run_1/layer_met1.png
Supply wires on this layer in grey.
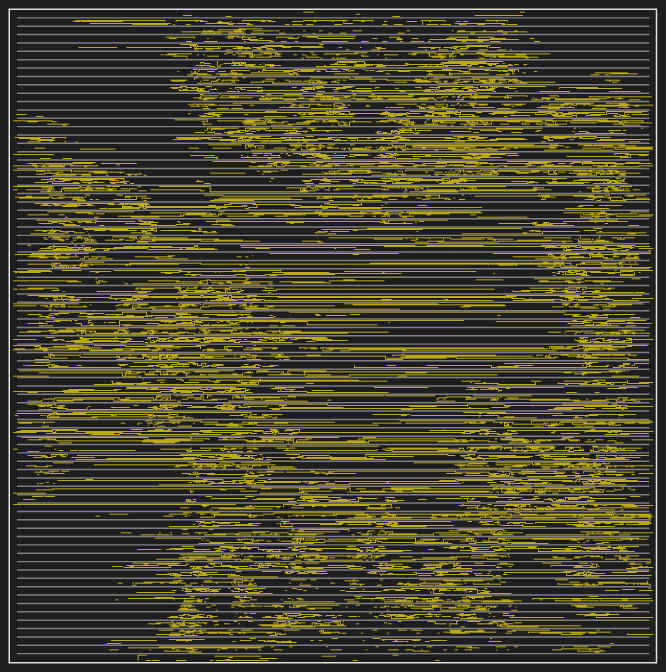
run_1/metal_density.png
The die is cut into 21 by 21 equal tiles; black is low, pale yellow is high, scaled to the fullest tile. Values are wire area over tile area, all layers added.
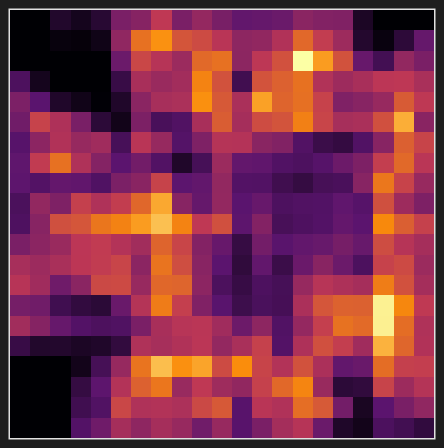
run_1/wires.png
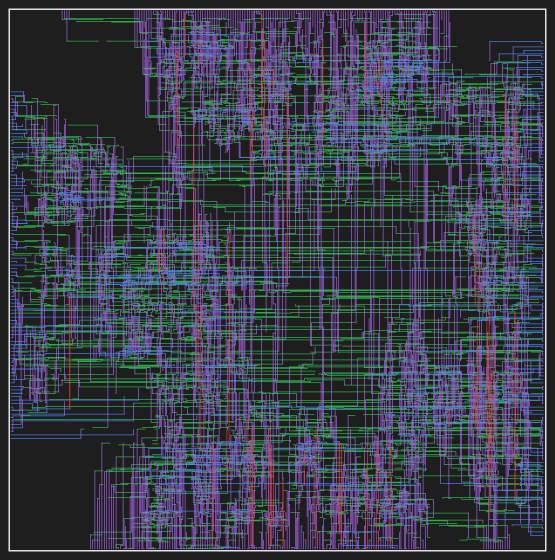
run_1/placement.png
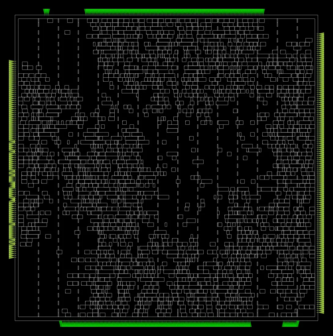
[config.mk]
export PLATFORM = sky130hd
export DESIGN_NAME = dplca_txop_select_flat
export DESIGN_NICKNAME = d
export VERILOG_FILES = /design/src/rtl/dplca_txop_select_if.sv /design/src/rtl/dplca_txop_select.sv /design/src/flat_wrapper.sv
export SDC_FILE = /design/constraint.sdc
export NUM_CORES = 1
export LEC_CHECK = 0
export CORE_AREA = 2 2 208 210
export DETAILED_ROUTE_END_ITERATION = 8
export DIE_AREA = 0 0 210 212
export GPL_ROUTABILITY_DRIVEN = 0
export GPL_TIMING_DRIVEN = 1
export MAX_ROUTING_LAYER = met4
export PLACE_DENSITY = 0.59
export SETUP_SLACK_MARGIN = 0.4
export SYNTH_ARGS = -nofsm -noshare
export SYNTH_HDL_FRONTEND = slang
export SYNTH_SLANG_ARGS = --single-unit
[constraint.sdc]
create_clock -name clk -period 2.62 [get_ports clk]
set_input_delay 0.524 -clock clk [delete_from_list [all_inputs] [get_ports clk]]
set_output_delay 0.524 -clock clk [all_outputs]
set_load 0.01 [all_outputs]
[src/rtl/dplca_txop_select_if.sv]
// Bundle between the TXOP claim table / PLCA control side and the TXOP selector.
// The slave modport is the selector; master is the aging/control side driving it.
interface dplca_txop_select_if;
    logic         dplca_en;
    logic         dplca_txop_table_upd;
    logic [511:0] txop_claim_table_unpacked;
    logic [7:0]   max_id;
    logic         dplca_conflict;
    logic [7:0]   local_nodeID;
    logic [1:0]   dplca_txop_claim;
    logic [2:0]   sel_state;
    logic         scan_fail;

    modport master (
        output dplca_en,
        output dplca_txop_table_upd,
        output txop_claim_table_unpacked,
        output max_id,
        output dplca_conflict,
        input  local_nodeID,
        input  dplca_txop_claim,
        input  sel_state,
        input  scan_fail
    );

    modport slave (
        input  dplca_en,
        input  dplca_txop_table_upd,
        input  txop_claim_table_unpacked,
        input  max_id,
        input  dplca_conflict,
        output local_nodeID,
        output dplca_txop_claim,
        output sel_state,
        output scan_fail
    );
endinterface

[src/rtl/dplca_txop_select.sv]
// DPLCA TXOP selector: on table updates, finds the lowest free TXOP ID, claims it
// SOFT, and promotes it to HARD after SETTLE_UPDS quiet updates.
module dplca_txop_select #(
    parameter int          SETTLE_UPDS   = 4,
    parameter logic [7:0]  UNASSIGNED_ID = 8'hFF
) (
    input  logic                 clk,
    input  logic                 reset,
    dplca_txop_select_if.slave   bus
);

    localparam logic [1:0] CLAIM_SOFT = 2'b00;
    localparam logic [1:0] CLAIM_HARD = 2'b01;
    localparam logic [1:0] CLAIM_NONE = 2'b10;
    localparam logic [7:0] MAX_SCAN_ID = 8'd254;

    typedef enum logic [2:0] {
        ST_UNASSIGNED = 3'd0,
        ST_SCAN       = 3'd1,
        ST_SETTLE     = 3'd2,
        ST_ASSIGNED   = 3'd3
    } state_t;

    state_t     state_reg;
    logic [7:0] node_id_reg;
    logic [1:0] claim_reg;
    logic       scan_fail_reg;
    logic [3:0] settle_cnt_reg;
    logic [7:0] scan_idx_reg;
    logic       upd_d_reg;

    logic [1:0] table_entry [256];
    logic       upd_event;
    logic [7:0] max_clamped;
    logic [1:0] idx_entry;
    logic [1:0] own_entry;
    logic [3:0] settle_cnt_next;

    genvar gi;
    generate
        for (gi = 0; gi < 256; gi++) begin : g_unpack
            assign table_entry[gi] = bus.txop_claim_table_unpacked[2*gi+1 : 2*gi];
        end
    endgenerate

    assign upd_event       = bus.dplca_txop_table_upd & ~upd_d_reg;
    assign max_clamped     = (bus.max_id > MAX_SCAN_ID) ? MAX_SCAN_ID : bus.max_id;
    assign idx_entry       = table_entry[scan_idx_reg];
    assign own_entry       = table_entry[node_id_reg];
    assign settle_cnt_next = settle_cnt_reg + 4'd1;

    always_ff @(posedge clk) begin
        if (reset) begin
            state_reg      <= ST_UNASSIGNED;
            node_id_reg    <= UNASSIGNED_ID;
            claim_reg      <= CLAIM_NONE;
            scan_fail_reg  <= 1'b0;
            settle_cnt_reg <= 4'd0;
            scan_idx_reg   <= 8'd1;
            upd_d_reg      <= 1'b0;
        end else if (!bus.dplca_en) begin
            // Keep following the update level so re-enabling does not fake an edge.
            state_reg      <= ST_UNASSIGNED;
            node_id_reg    <= UNASSIGNED_ID;
            claim_reg      <= CLAIM_NONE;
            scan_fail_reg  <= 1'b0;
            settle_cnt_reg <= 4'd0;
            scan_idx_reg   <= 8'd1;
            upd_d_reg      <= bus.dplca_txop_table_upd;
        end else begin
            upd_d_reg     <= bus.dplca_txop_table_upd;
            scan_fail_reg <= 1'b0;
            case (state_reg)
                ST_UNASSIGNED: begin
                    if (upd_event) begin
                        state_reg    <= ST_SCAN;
                        scan_idx_reg <= 8'd1;
                    end
                end
                ST_SCAN: begin
                    // ID 0 belongs to the coordinator; the scan starts at 1.
                    if (max_clamped == 8'd0) begin
                        state_reg     <= ST_UNASSIGNED;
                        scan_fail_reg <= 1'b1;
                        scan_idx_reg  <= 8'd1;
                    end else if (idx_entry == CLAIM_NONE) begin
                        state_reg      <= ST_SETTLE;
                        node_id_reg    <= scan_idx_reg;
                        claim_reg      <= CLAIM_SOFT;
                        settle_cnt_reg <= 4'd0;
                        scan_idx_reg   <= 8'd1;
                    end else if (scan_idx_reg >= max_clamped) begin
                        state_reg     <= ST_UNASSIGNED;
                        scan_fail_reg <= 1'b1;
                        scan_idx_reg  <= 8'd1;
                    end else begin
                        scan_idx_reg <= scan_idx_reg + 8'd1;
                    end
                end
                ST_SETTLE: begin
                    if (bus.dplca_conflict || (upd_event && own_entry == CLAIM_HARD)) begin
                        state_reg      <= ST_UNASSIGNED;
                        node_id_reg    <= UNASSIGNED_ID;
                        claim_reg      <= CLAIM_NONE;
                        settle_cnt_reg <= 4'd0;
                    end else if (upd_event) begin
                        settle_cnt_reg <= settle_cnt_next;
                        if (settle_cnt_next == 4'(SETTLE_UPDS)) begin
                            state_reg <= ST_ASSIGNED;
                            claim_reg <= CLAIM_HARD;
                        end
                    end
                end
                ST_ASSIGNED: begin
                    // Our own HARD claim is in the table, so only a conflict drops it.
                    if (bus.dplca_conflict) begin
                        state_reg      <= ST_UNASSIGNED;
                        node_id_reg    <= UNASSIGNED_ID;
                        claim_reg      <= CLAIM_NONE;
                        settle_cnt_reg <= 4'd0;
                    end
                end
                default: begin
                    state_reg   <= ST_UNASSIGNED;
                    node_id_reg <= UNASSIGNED_ID;
                    claim_reg   <= CLAIM_NONE;
                end
            endcase
        end
    end

    assign bus.local_nodeID     = node_id_reg;
    assign bus.dplca_txop_claim = claim_reg;
    assign bus.sel_state        = state_reg;
    assign bus.scan_fail        = scan_fail_reg;

endmodule

[src/flat_wrapper.sv]
// flat-port wrapper written by rule: the top's interface ports become plain ports
module dplca_txop_select_flat 
#(
    parameter int          SETTLE_UPDS   = 4,
    parameter logic [7:0]  UNASSIGNED_ID = 8'hFF
)
  (clk, reset, bus_dplca_en, bus_dplca_txop_table_upd, bus_txop_claim_table_unpacked, bus_max_id, bus_dplca_conflict, bus_local_nodeID, bus_dplca_txop_claim, bus_sel_state, bus_scan_fail);
  dplca_txop_select_if bus_i ();
  input  logic clk;
  input  logic reset;
  input wire logic [$bits(bus_i.dplca_en)-1:0] bus_dplca_en;
  input wire logic [$bits(bus_i.dplca_txop_table_upd)-1:0] bus_dplca_txop_table_upd;
  input wire logic [$bits(bus_i.txop_claim_table_unpacked)-1:0] bus_txop_claim_table_unpacked;
  input wire logic [$bits(bus_i.max_id)-1:0] bus_max_id;
  input wire logic [$bits(bus_i.dplca_conflict)-1:0] bus_dplca_conflict;
  output wire logic [$bits(bus_i.local_nodeID)-1:0] bus_local_nodeID;
  output wire logic [$bits(bus_i.dplca_txop_claim)-1:0] bus_dplca_txop_claim;
  output wire logic [$bits(bus_i.sel_state)-1:0] bus_sel_state;
  output wire logic [$bits(bus_i.scan_fail)-1:0] bus_scan_fail;
  assign bus_i.dplca_en = bus_dplca_en;
  assign bus_i.dplca_txop_table_upd = bus_dplca_txop_table_upd;
  assign bus_i.txop_claim_table_unpacked = bus_txop_claim_table_unpacked;
  assign bus_i.max_id = bus_max_id;
  assign bus_i.dplca_conflict = bus_dplca_conflict;
  assign bus_local_nodeID = bus_i.local_nodeID;
  assign bus_dplca_txop_claim = bus_i.dplca_txop_claim;
  assign bus_sel_state = bus_i.sel_state;
  assign bus_scan_fail = bus_i.scan_fail;
  dplca_txop_select #(.SETTLE_UPDS(SETTLE_UPDS), .UNASSIGNED_ID(UNASSIGNED_ID)) u_core (.clk(clk), .reset(reset), .bus(bus_i));
endmodule
==> flow_metrics.tcl, run 1 <==
# flow metrics
set metrics [dict create \
    outcome "finished with violations" \
    violations "setup timing" \
    combPwrFrac_pct 71.9 \
    critical_path.cell_chain "buf_12, mux4_2, a22o_1, a222oi_1, buf_4, o221ai_4, o221ai_2, a21boi_2, o22ai_2, buf_6, mux2i_1" \
    viasPerCell 5.458 \
    fmax_ghz 0.3041 \
    drc 0 \
    power.switching_mw 0.8515 \
    clockBufferCount 3 \
    yosys.area_share.simple_pct 24.88 \
    power_frac_seq_pct 15.0 \
    timing.rr.start "u_core.scan_idx_reg[0]" \
    setup_viol 25 \
    power_combinational_mw 1.92 \
    synth_flops 26 \
    yosysSeqAreaShare_pct 5.532 \
    ys_sh_xor_pct 0.7447 \
    fin_nets 2464 \
    final-comb-area_um2 8272 \
    path_delay_family "AND-OR/OR-AND gates" \
    ys_types 84 \
    layout_setup_ws_ns -0.6680 \
    core_area_um2 42510 \
    cts_tree "built" \
    diodes 6 \
    r2r_cells 11 \
    final_cells 2479 \
    worstMarginPinSlew_ns 0.7838 \
    top_layer "met4" \
    htreeDepth 1 \
    ys_cells 1172 \
    rsz0062_at_grt "true" \
    cts_made_buffers 3 \
    top_cell "nand2_1" \
    ios 539 \
    power_leader "combinational cells" \
    fp_nets 1708 \
    ys_sh_mux_pct 29.79 \
    area_growth_pct 93.28 \
]
About layer_met1.png:
The layer holds 41% of the routed length. The layer carries 26.6 mm of wire. The longest straight run is 96.1 µm.
via count: 13530
GR Util met1: 35.33%
Final Routed Wirelength: 64.95 mm

About metal_density.png:
6.6% of the tiles are nearly empty. 27% of the tiles are over half the peak. The fullest tile reaches 0.63. The mean over all tiles is 0.24.
gr usage total: 28.58%
DR WL/cell: 26.20 µm

About wires.png:
Blue is metal 3, wire length 5040 µm. Red is metal 4, wire length 1860 µm. Purple is metal 2, wire length 31.5 mm. Green is metal 1, wire length 26.6 mm.

About placement.png:
row count: 76
num sequential: 26
Taps Inserted: 546

==> run 2, diff against run 1 <==
HOLD_SLACK_MARGIN = 0.1   (was unset)
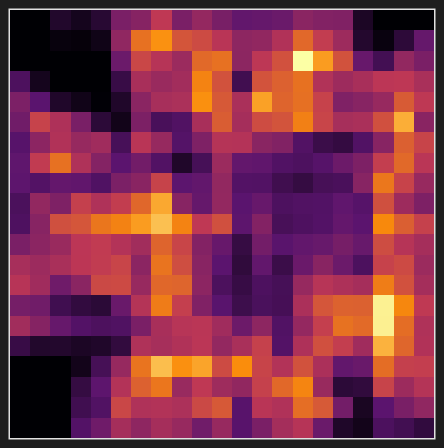
run_2/metal_density.png
The die is cut into 21 by 21 equal tiles; black is low, pale yellow is high, scaled to the fullest tile. Values are wire area over tile area, all layers added.
The fullest tile reaches 0.63. 27% of the tiles are over half the peak. 6.6% of the tiles are nearly empty. The mean over all tiles is 0.24.

==> run 2 against run 1 <==
The flow still finishes with violations (setup timing). Hold slack is the same. Die area is the same. Maximum frequency is the same. Total power is the same. Largest power group unchanged.
==> flow_metrics.tcl, run 2 <==
# flow metrics
set metrics [dict create \
    yosys.area_share.simple_pct 24.88 \
    yosysSeqAreaShare_pct 5.532 \
    r2r_cells 11 \
    layout_setup_ws_ns -0.6680 \
    clockBufferCount 3 \
    top_layer "met4" \
    vias 13530 \
    outcome "finished with violations" \
    power_combinational_mw 1.92 \
    diodes 6 \
    taps 546 \
    setup_viol 25 \
    final_cells 2479 \
    viasPerCell 5.458 \
    ys_types 84 \
    violations "setup timing" \
    post_drt_wl_per_cell_um 26.20 \
    cts_tree "built" \
    top_cell "nand2_1" \
    critical_path.cell_chain "buf_12, mux4_2, a22o_1, a222oi_1, buf_4, o221ai_4, o221ai_2, a21boi_2, o22ai_2, buf_6, mux2i_1" \
]
Power figures rest on the tool's default switching activity, not on a simulated workload.
